==> config.mk <==
export PLATFORM = sky130hd
export DESIGN_NAME = pnm_result_writer
export DESIGN_NICKNAME = d
export VERILOG_FILES = /design/src/rtl/pnm_result_writer.sv
export SDC_FILE = /design/constraint.sdc
export NUM_CORES = 1
export LEC_CHECK = 0
export ABC_AREA = 1
export CORE_AREA = 3 3 187 189
export CTS_CLUSTER_DIAMETER = 100
export CTS_CLUSTER_SIZE = 14
export DETAILED_ROUTE_END_ITERATION = 10
export DIE_AREA = 0 0 190 192
export HOLD_SLACK_MARGIN = 0.12
export PLACE_DENSITY = 0.7
export SKIP_LAST_GASP = 1
export SYNTH_ARGS = -nofsm -noshare
export SYNTH_HDL_FRONTEND = slang
export SYNTH_SLANG_ARGS = --single-unit
==> constraint.sdc <==
create_clock -name clk -period 10.15 [get_ports clk]
set_input_delay 3.045 -clock clk [delete_from_list [all_inputs] [get_ports clk]]
set_output_delay 3.045 -clock clk [all_outputs]
set_load 0.005 [all_outputs]
==> src/rtl/pnm_result_writer.sv <==
// Commits the PNM result stream to paged memory through a one-hot per-page write port.
// Latency: input sampled at edge N reaches the output register at N+1; the write retires on the first mem_ready edge after that.
// Backpressure: mem_ready stalls the output register, and a FIFO absorbs the stall; input that arrives while full is dropped and flagged.

module pnm_rw_fifo #(
    parameter int W     = 8,
    parameter int DEPTH = 4
) (
    input  logic                       clk,
    input  logic                       rst_n,
    input  logic                       push_i,
    input  logic                       pop_i,
    input  logic [W-1:0]               dat_i,
    output logic [W-1:0]               dat_o,
    output logic [$clog2(DEPTH):0]     count_o
);
    localparam int AW = $clog2(DEPTH);
    localparam int CW = AW + 1;

    logic [W-1:0]  mem_q [DEPTH];
    logic [AW-1:0] wr_ptr_q, rd_ptr_q;
    logic [CW-1:0] count_q, count_d;

    always_comb begin
        count_d = count_q;
        if (push_i && !pop_i) begin
            count_d = count_q + CW'(1);
        end else if (pop_i && !push_i) begin
            count_d = count_q - CW'(1);
        end
    end

    always_ff @(posedge clk or negedge rst_n) begin
        if (!rst_n) begin
            wr_ptr_q <= '0;
            rd_ptr_q <= '0;
            count_q  <= '0;
        end else begin
            if (push_i) wr_ptr_q <= wr_ptr_q + AW'(1);
            if (pop_i)  rd_ptr_q <= rd_ptr_q + AW'(1);
            count_q <= count_d;
        end
    end

    // Storage needs no reset: the pointers alone define what is valid.
    always_ff @(posedge clk) begin
        if (push_i) mem_q[wr_ptr_q] <= dat_i;
    end

    assign dat_o   = mem_q[rd_ptr_q];
    assign count_o = count_q;
endmodule

module pnm_result_writer #(
    parameter int DATA_WIDTH   = 32,
    parameter int Address_Size = 16,
    parameter int NUM_PAGES    = 64,
    parameter int FIFO_DEPTH   = 4
) (
    input  logic                                        clk,
    input  logic                                        rst_n,
    input  logic                                        wr_start,
    input  logic                                        flush,
    input  logic                                        in_valid,
    input  logic [Address_Size-1:0]                     in_addr,
    input  logic [DATA_WIDTH-1:0]                       in_data,
    input  logic                                        mem_ready,
    output logic [NUM_PAGES-1:0]                        mem_we,
    output logic [Address_Size-$clog2(NUM_PAGES)-1:0]   mem_addr,
    output logic [DATA_WIDTH-1:0]                       mem_wdata,
    output logic                                        busy,
    output logic                                        done,
    output logic                                        overflow,
    output logic [Address_Size-1:0]                     write_count
);
    localparam int PAGE_ADDR_BITS = $clog2(NUM_PAGES);
    localparam int IN_W           = Address_Size - PAGE_ADDR_BITS;
    localparam int CW             = $clog2(FIFO_DEPTH) + 1;

    typedef struct packed {
        logic [PAGE_ADDR_BITS-1:0] page;
        logic [IN_W-1:0]           addr;
        logic [DATA_WIDTH-1:0]     data;
    } ent_t;

    typedef enum logic [1:0] {
        ST_IDLE   = 2'd0,
        ST_ACTIVE = 2'd1,
        ST_DRAIN  = 2'd2,
        ST_DONE   = 2'd3
    } state_t;

    state_t                  state_q;
    logic                    busy_q, done_q, overflow_q;
    logic [Address_Size-1:0] wcnt_q;
    logic [NUM_PAGES-1:0]    mem_we_q;
    logic [IN_W-1:0]         mem_addr_q;
    logic [DATA_WIDTH-1:0]   mem_wdata_q;

    ent_t          push_ent, head;
    logic [CW-1:0] fifo_cnt;
    logic          accepting, out_vld, wr_done, fifo_empty, fifo_full;
    logic          pop, push_req, push, drop;

    assign push_ent.page = in_addr[Address_Size-1 -: PAGE_ADDR_BITS];
    assign push_ent.addr = in_addr[IN_W-1:0];
    assign push_ent.data = in_data;

    assign accepting  = (state_q == ST_ACTIVE) || (state_q == ST_DRAIN);
    assign out_vld    = |mem_we_q;
    assign wr_done    = out_vld && mem_ready;
    assign fifo_empty = (fifo_cnt == '0);
    assign fifo_full  = (fifo_cnt == CW'(FIFO_DEPTH));
    // Refill the output register whenever it is free or retiring this edge.
    assign pop        = !fifo_empty && (!out_vld || wr_done);
    assign push_req   = in_valid && accepting;
    assign push       = push_req && (!fifo_full || pop);
    assign drop       = push_req && !push;

    pnm_rw_fifo #(
        .W     ($bits(ent_t)),
        .DEPTH (FIFO_DEPTH)
    ) u_fifo (
        .clk     (clk),
        .rst_n   (rst_n),
        .push_i  (push),
        .pop_i   (pop),
        .dat_i   (push_ent),
        .dat_o   (head),
        .count_o (fifo_cnt)
    );

    always_ff @(posedge clk or negedge rst_n) begin
        if (!rst_n) begin
            mem_we_q    <= '0;
            mem_addr_q  <= '0;
            mem_wdata_q <= '0;
        end else if (pop) begin
            mem_we_q    <= NUM_PAGES'(1) << head.page;
            mem_addr_q  <= head.addr;
            mem_wdata_q <= head.data;
        end else if (wr_done) begin
            mem_we_q    <= '0;
        end
    end

    always_ff @(posedge clk or negedge rst_n) begin
        if (!rst_n) begin
            state_q    <= ST_IDLE;
            busy_q     <= 1'b0;
            done_q     <= 1'b0;
            overflow_q <= 1'b0;
            wcnt_q     <= '0;
        end else begin
            if (drop)    overflow_q <= 1'b1;
            if (wr_done) wcnt_q     <= wcnt_q + Address_Size'(1);
            case (state_q)
                ST_IDLE, ST_DONE: begin
                    if (wr_start) begin
                        state_q    <= ST_ACTIVE;
                        busy_q     <= 1'b1;
                        done_q     <= 1'b0;
                        overflow_q <= 1'b0;
                        wcnt_q     <= '0;
                    end
                end
                ST_ACTIVE: begin
                    if (flush) state_q <= ST_DRAIN;
                end
                ST_DRAIN: begin
                    // A trailing result arriving now keeps the job open.
                    if (fifo_empty && !out_vld && !in_valid) begin
                        state_q <= ST_DONE;
                        busy_q  <= 1'b0;
                        done_q  <= 1'b1;
                    end
                end
                default: begin
                    state_q <= ST_IDLE;
                    busy_q  <= 1'b0;
                    done_q  <= 1'b0;
                end
            endcase
        end
    end

    assign mem_we      = mem_we_q;
    assign mem_addr    = mem_addr_q;
    assign mem_wdata   = mem_wdata_q;
    assign busy        = busy_q;
    assign done        = done_q;
    assign overflow    = overflow_q;
    assign write_count = wcnt_q;
endmodule

power_grid.png
Pins as bars on the die edge.
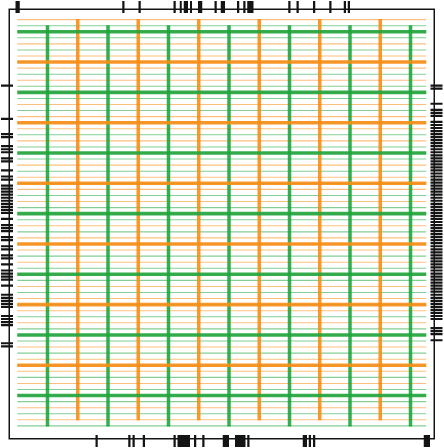
| color | net |
|---|---|
| orange | VDD |
| green | VSS |
rows: 67
met1 rails: 68
signal pins: 179
Die X: 190 microns
Die Height: 192 microns

detail.png
Window x 22 to 72, y 119 to 169 microns. Cells in gray, sequential cells in the stronger gray; small squares are vias.
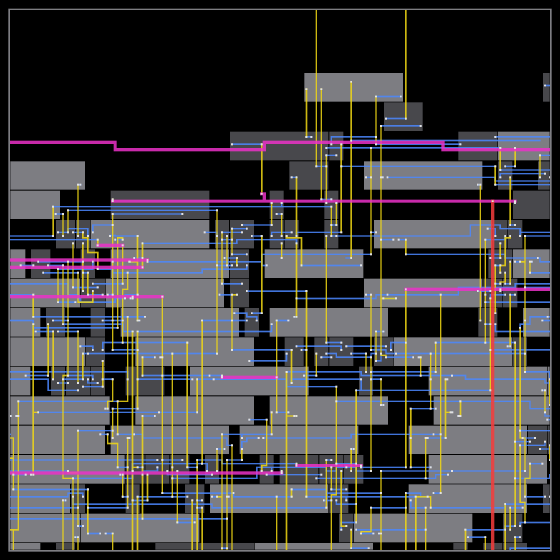
| color | layer |
|---|---|
| blue | metal 1 |
| magenta | metal 3 |
| yellow | metal 2 |
| red | metal 4 |
most frequent: edfxtp_1 (31), o21ai_0 (17), nor2_1 (14)
netlist names of flops here include: u_fifo.mem_q (31), mem_wdata (3)
sequential cells in the window: 34
cells with their middle in the window: 91

==> flow_summary.json <==
{
  "dr_wl_met2_mm": 15.0,
  "avgSynthCellArea_sq_um": 10.5,
  "viasPerCell": 5.06,
  "gr-usage-all-layers_pct": 17.2,
  "dominant-cell-class": "sequential cells",
  "drt_iter0_markers": 722,
  "antenna_left": 0,
  "crit_end": "u_fifo.count_o[2]$_DFFE_PN0P_",
  "slew_viol_final": 0,
  "numCtsBuffers": 27,
  "combGateArea_sq_um": 3780,
  "gp_congestion": 0.830,
  "io_pins": 179,
  "vias": 9580,
  "max-cap-violations": 0,
  "layout_top_cells": "nand2_1, edfxtp_1, nor2_1",
  "synth_area_sq_um": 13400,
  "mux_share_pct": 0.0843,
  "grt_pass1_wl_mm": 50.1,
  "route.met3.wl_mm": 2.29,
  "dp_hpwl_mm": 19.2,
  "hold_buffers": 0,
  "enable_flop_cells": 192,
  "top_cells_by_area": "edfxtp_1, dfrtp_1, nand2_1, nor2_1, o21ai_0",
  "ff_type": "edfxtp_1",
  "syn_inst": 1274,
  "coreArea_sq_um": 33400,
  "whs_ns": 0.482,
  "clkCellAreaFrac_pct": 4.73,
  "final_nets": 1492,
  "critPathLaunchType": "input pin",
  "clock_buffers": 44,
  "cp-end-kind": "register",
  "rsz0062_at_grt": "no",
  "cp.arrival_ns": 5.41,
  "min_from": "mem_wdata[13]$_DFFE_PN0P_",
  "met1_usage_pct": 23.8,
  "crit_start": "mem_ready",
  "logic_family": "simple AND/OR/NAND/NOR gates",
  "crit_cells": 11,
  "logic_gates": 840,
  "finalSetupTns_ns": 0,
  "hold_viol": 0,
  "status": "complete, no violations",
  "period_needed_ns": 4.98,
  "ctsResizeCount": 0,
  "async_reset_ff_share_pct": 41.1,
  "synth.distinct_cells": 31,
  "worstMarginPinSlew_ns": 0.978,
  "drtPass1Iterations": 5,
  "fa_ha_area_share_pct": 0.900,
  "hold_path.class": "register to register",
  "fp_nets": 1337,
  "setup_viol": 0,
  "clock.fmax_mhz": 201,
  "critPathMaxStageDelay_ns": 0.53,
  "ys_sh_aoi_pct": 6.33,
  "yosys-top-cells-count": "nand2_1, edfxtp_1, nor2_1, dfrtp_1, o21ai_0",
  "top_register": "u_fifo.mem_q",
  "clkLatencyLatePin_ns": 0.55,
  "grt_pass1_vias": 9115,
  "crit_top_cell": "inv_1",
  "cp_num_buf_inv": 4,
  "worstHoldEndpoint": "mem_wdata[13]$_DFFE_PN0P_",
  "postCtsSetupBuffers": 0,
  "simple_gate_area_share_pct": 20.1,
  "grt_most_used_layer": "met2",
  "top_area_cell": "edfxtp_1",
  "num_antenna_cells": 1,
  "rows": 67,
  "drive_gt1_share_pct": 4.43,
  "layout_top_cell": "nand2_1",
  "critPathRequiredTime_ns": 10.58,
  "regToRegStartpoint": "u_fifo.rd_ptr_q[0]$_DFFE_PN0P_",
  "drt-met1-wl_mm": 14.1,
  "comb_share_pct": 23.2,
  "crit_slowest_cell": "buf_4"
}
flops_by_reg.png
Other sequential cells in the stronger gray, the rest of the logic in the fainter gray.
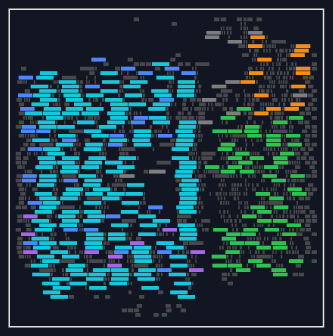
| color | signal | placed flops |
|---|---|---|
| green | mem_we | 64 |
| cyan | u_fifo.mem_q | 192 |
| blue | mem_wdata | 32 |
| orange | write_count | 16 |
| purple | mem_addr | 10 |
not colored: 12
fraction of area in registers: 56.0%
post-layout util: 48.7%
Sequential Area: 9120 sq um

clocks.png
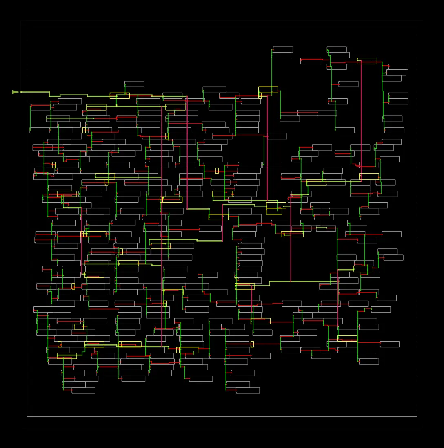
Clock Skew: 0.0171 ns
Flop Count: 326

## through the flow
step / utilization (%) / instances / instance area (sq um) / setup WS, ns
floorplan: - / 1274 / 13400 / 4.32
global placement: 46.4 / 1848 / 15500 / 4.55
detailed placement: 46.4 / 1848 / 15500 / 4.57
CTS: 48.7 / 1894 / 16300 / 5.16
global route: 48.7 / 1894 / 16300 / 4.99
finish: 48.7 / 1895 / 16300 / 5.17
